**Run 1: sequential cells colored by netlist name**

Scale: 10 px per um. Other sequential cells in the stronger gray, the rest of the logic in the fainter gray.
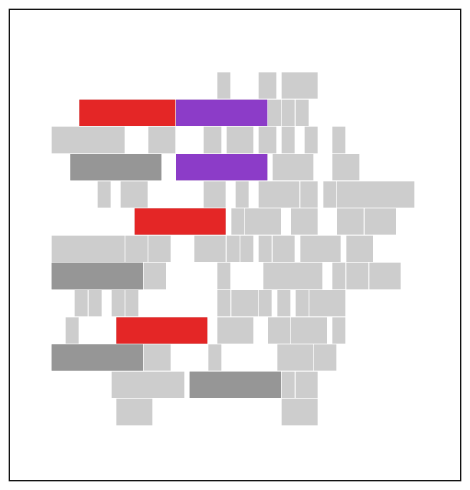
**Run 1: signal wires by layer**

Scale: 10 px per um.
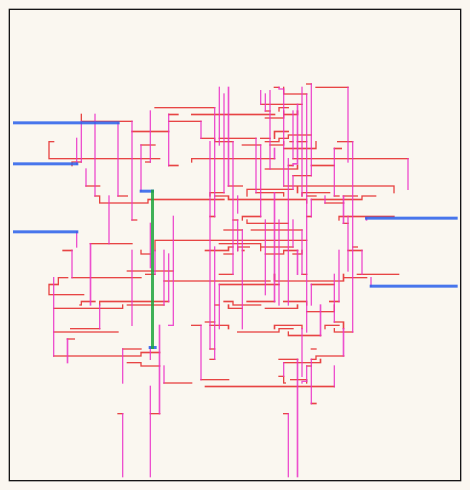
**Run 1: power grid**

Scale: 8 px per um. Pins as bars on the die edge. Tap cells in gray.
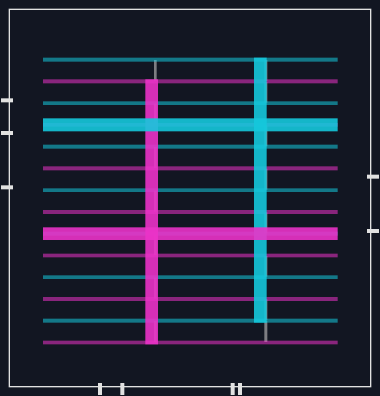
**Run 1: cell area per tile**

Scale: 8 px per um. 9 x 9 tiles, from white (low) to dark blue (high), 0 to 100% covered.
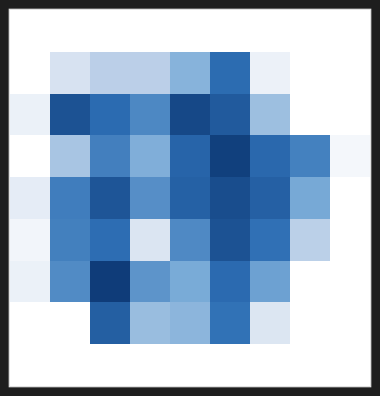
File: src/rtl/robot.sv
// Wall-following trash-collecting robot controller: Moore FSM with registered
// front/turn/remove requests, a sticky wall_seen flag and a timed removal state.
`default_nettype none

module robot #(
   parameter int REMOVE_CYCLES = 3
) (
   input  logic clock,
   input  logic reset,
   input  logic head,
   input  logic left,
   input  logic under,
   input  logic barrier,
   output logic front,
   output logic turn,
   output logic remove
);

   localparam int CNT_W = (REMOVE_CYCLES < 2) ? 1 : $clog2(REMOVE_CYCLES + 1);
   localparam logic [CNT_W-1:0] CNT_LAST = CNT_W'(REMOVE_CYCLES - 1);

   typedef enum logic [2:0] {
      IDLE   = 3'd0,
      FWD    = 3'd1,
      TURN_L = 3'd2,
      TR1    = 3'd3,
      TR2    = 3'd4,
      TR3    = 3'd5,
      REM    = 3'd6,
      HALT   = 3'd7
   } state_t;

   state_t           state_q, state_d;
   state_t           decision;
   logic [CNT_W-1:0] cnt_q, cnt_d;
   logic             wall_seen_q, wall_seen_d;
   logic             front_q, front_d;
   logic             turn_q, turn_d;
   logic             remove_q, remove_d;

   // Shared navigation decision; the TURN_L exclusion prevents spinning in open space.
   always_comb begin
      decision = FWD;
      if (under)
         decision = HALT;
      else if (barrier)
         decision = REM;
      else if (head)
         decision = TR1;
      else if (!left && wall_seen_q && (state_q != TURN_L))
         decision = TURN_L;
   end

   always_comb begin
      state_d     = state_q;
      cnt_d       = cnt_q;
      wall_seen_d = wall_seen_q | head | left;

      case (state_q)
         IDLE, FWD, TURN_L, TR3: begin
            state_d = decision;
            if (decision == REM)
               cnt_d = '0;
         end
         TR1:  state_d = TR2;
         TR2:  state_d = TR3;
         REM: begin
            if (cnt_q == CNT_LAST) begin
               state_d = decision;
               cnt_d   = '0;
            end else begin
               cnt_d = cnt_q + CNT_W'(1);
            end
         end
         HALT:    state_d = HALT;
         default: state_d = IDLE;
      endcase

      front_d  = (state_d == FWD);
      turn_d   = (state_d == TURN_L) || (state_d == TR1) ||
                 (state_d == TR2)    || (state_d == TR3);
      remove_d = (state_d == REM);
   end

   always_ff @(posedge clock or negedge reset) begin
      if (!reset) begin
         state_q     <= IDLE;
         cnt_q       <= '0;
         wall_seen_q <= 1'b0;
         front_q     <= 1'b0;
         turn_q      <= 1'b0;
         remove_q    <= 1'b0;
      end else begin
         state_q     <= state_d;
         cnt_q       <= cnt_d;
         wall_seen_q <= wall_seen_d;
         front_q     <= front_d;
         turn_q      <= turn_d;
         remove_q    <= remove_d;
      end
   end

   assign front  = front_q;
   assign turn   = turn_q;
   assign remove = remove_q;

endmodule

`default_nettype wire

File: config.mk
export PLATFORM = sky130hd
export DESIGN_NAME = robot
export DESIGN_NICKNAME = d
export VERILOG_FILES = /design/src/rtl/robot.sv
export SDC_FILE = /design/constraint.sdc
export NUM_CORES = 1
export LEC_CHECK = 0
export ABC_AREA = 1
export CAP_MARGIN = 20
export CORE_AREA = 4 4 41 43
export DETAILED_ROUTE_END_ITERATION = 8
export DIE_AREA = 0 0 45 47
export PLACE_DENSITY = 0.61
export SLEW_MARGIN = 20
export SYNTH_ARGS = -nofsm -noshare
export SYNTH_HDL_FRONTEND = slang
export SYNTH_SLANG_ARGS = --single-unit
File: constraint.sdc
create_clock -name clock -period 1.15 [get_ports clock]
set_input_delay 0.23 -clock clock [delete_from_list [all_inputs] [get_ports clock]]
set_output_delay 0.23 -clock clock [all_outputs]
set_load 0.05 [all_outputs]
==> run notes, run 1 <==
Outcome
- finished, final reports clean — result of the run

Final timing
- 0.00134 ns — largest clock skew in the final design
- 0.0213 ns — post-layout worst setup margin
- 0 — number of pins exceeding their max-slew limit in the final report
- 0.266 ns — hold slack final

Final layout
- 93 — final standard cell count with taps included and fillers excluded
- 0 — number of diodes
- multi-input combinational cells — biggest cell category by area in the final layout
- 12 x nand2_1, 8 x dfrtp_1, 6 x inv_2, 6 x buf_4 — top library cells by usage in the layout, fill and taps aside
- 3.59% — fraction of area in clock buffers and inverters
- 47.4% — layout cell share with drive strength beyond 1
- state_q — register with the most flip-flops
- 14 — number of ordinary and repair buffers in the finished layout

Power
- 0.00171 W — overall power consumption
- 2330 nW/um2 — Power Dens Cells
- 0.353 nW — leakage power of the design

Critical path
- 1.28 ns — WP data arrival
- flip-flop to flip-flop — WS Path Type
- 8 — number of gates on the worst path with buffers counted

Placed design
- 631 um2 — dpl cell area
- 8 — number of buffer cells added on primary ports

Clocking
- 0 — number of buffers inserted by hold repair at cts
- 2 — Max Buffers Root-to-Sink
- yes — clock tree from TritonCTS

Detailed routing
- 4 — detailed-routing iteration count for the pre-antenna-repair pass
- 972 um — Detailed Route WL

Synthesis
- 34.2% — basic-gate share of the synthesized area counting and, or, nand and nor cells
- 48.5% — area share, top type
- 464 um2 — combined area of all synthesized cells
- 48.5% — proportion of synthesized chip area in sequential cells
- 0 — post-synth tally of flip-flops with integrated enable
- dfrtp_1 49%, nand2_1 13%, inv_1 7.3% — Main area contributors

Die
- 9 — total I/O pin count

-- 'sequential cells colored by netlist name' (at the start) --
| color | name in the netlist | sequential cells |
|---|---|---|
| purple | cnt_q | 2 |
| red | state_q | 3 |
sequential logic power: 0.000520 W
share of the final layout cell area in sequential cells: 30.9%
combined flip-flop and latch cell area: 226 um2
fraction of the core area covered by cells at the end of the flow: 56.3%

-- 'signal wires by layer' (at the start) --
| color | layer | wire length |
|---|---|---|
| magenta | met2 | 491 um |
| green | met4 | 15.6 um |
| blue | met3 | 41.6 um |
| red | met1 | 424 um |

-- 'power grid' (at the start) --
| color | net |
|---|---|
| magenta | VSS |
| cyan | VDD |
signal pins: 9
tap cells: 15
met1 rails: 14
met4 straps: 2
met5 straps: 2
die height: 47 um
Core Footprint: 1300 um2
Chip Width: 45 um
worst voltage drop across the vdd grid: 0.00133 V

-- 'cell area per tile' (at the start) --
mean over tiles: 34%
emptiest ninth of the die: north-east
fullest tile: 95%
densest ninth of the die: center
core utilization before placement: 35.7%

==> run 2: changes to the inputs <==
--- a/config.mk
+++ b/config.mk
@@ -6,6 +6,7 @@
 export NUM_CORES = 1
 export LEC_CHECK = 0
 export ABC_AREA = 1
+export ABC_CLOCK_PERIOD_IN_PS = 1140
 export CAP_MARGIN = 20
 export CORE_AREA = 4 4 41 43
 export DETAILED_ROUTE_END_ITERATION = 8
==> constraint.sdc (replaced) <==
create_clock -name clock -period 1.14 [get_ports clock]
set_input_delay 0.228 -clock clock [delete_from_list [all_inputs] [get_ports clock]]
set_output_delay 0.228 -clock clock [all_outputs]
set_load 0.05 [all_outputs]
**Run 2: signal wires by layer**

Scale: 10 px per um.
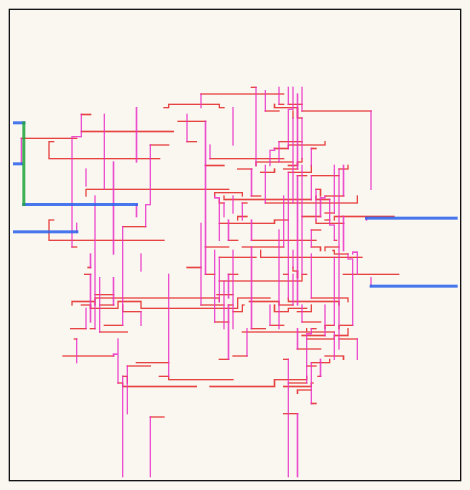
| color | layer | wire length |
|---|---|---|
| red | met1 | 402 um |
| green | met4 | 8.20 um |
| magenta | met2 | 449 um |
| blue | met3 | 36.6 um |
routed length per placed instance: 9.43 um
number of vias in the routed layout: 431
GR Util All Layers: 10.3%
Detailed Route WL: 896 um

**Run 2: sequential cells colored by netlist name**

Scale: 10 px per um. Other sequential cells in the stronger gray, the rest of the logic in the fainter gray.
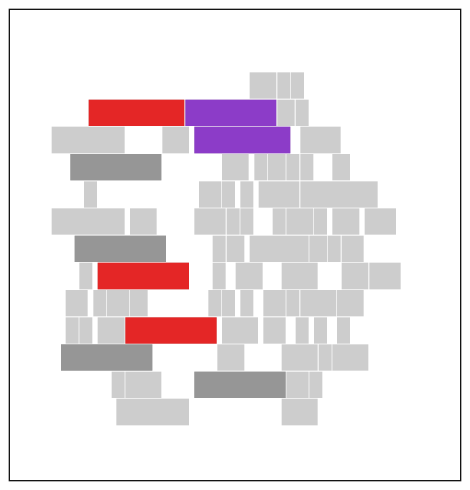
| color | name in the netlist | sequential cells |
|---|---|---|
| red | state_q | 3 |
| purple | cnt_q | 2 |

**Run 2: power grid**

Scale: 8 px per um. Pins as bars on the die edge. Tap cells in gray.
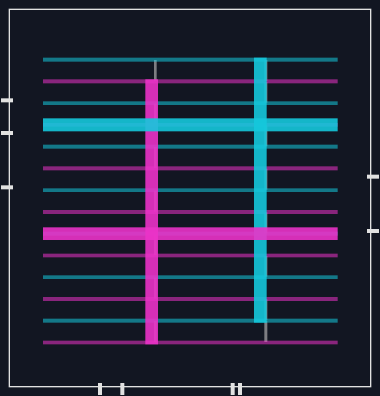
| color | net |
|---|---|
| magenta | VSS |
| cyan | VDD |
met5 straps: 2
signal pins: 9

==> run 2 against run 1 <==
Against the previous run: die area unchanged; count of clock-buffer cells in the layout unchanged; total power down 0.16%; synthesized area unchanged; largest power group unchanged; combinational power down 0.9%.
==> run notes, run 2 <==
Power
- 2330 nW/um2 — Power Dens Cells, -0.16%
- 0.000532 W — sequential logic power, +2%
- 0.360 nW — leakage power of the design, +1.9%
- 0.00137 V — worst voltage drop across the vdd grid, +2.5%
- 0.00171 W — overall power consumption, -0.16%

Synthesis
- 48.5% — proportion of synthesized chip area in sequential cells, unchanged
- 0 — post-synth tally of flip-flops with integrated enable, unchanged
- 464 um2 — combined area of all synthesized cells, unchanged
- dfrtp_1 49%, nand2_1 13%, inv_1 7.3% — Main area contributors
- 34.2% — basic-gate share of the synthesized area counting and, or, nand and nor cells, unchanged
- 48.5% — area share, top type, unchanged

Final layout
- 95 — final standard cell count with taps included and fillers excluded, +2.2%
- 31.1% — share of the final layout cell area in sequential cells, +0.17 points
- multi-input combinational cells — biggest cell category by area in the final layout
- 0 — number of diodes, unchanged
- 16 — number of ordinary and repair buffers in the finished layout, +2
- 45.0% — layout cell share with drive strength beyond 1, -2.4 points

Final timing
- 0.262 ns — hold slack final, -0.00469 ns
- 0 — number of pins exceeding their max-slew limit in the final report, unchanged

Clocking
- yes — clock tree from TritonCTS

Outcome
- finished, final reports clean — result of the run

Die
- 9 — total I/O pin count, unchanged
- 1300 um2 — Core Footprint, unchanged

Placed design
- 631 um2 — dpl cell area, unchanged

Detailed routing
- 1 — detailed-routing iteration count for the pre-antenna-repair pass, -3

Critical path
- 8 — number of gates on the worst path with buffers counted, unchanged

Power is estimated from default activity; no workload was simulated.
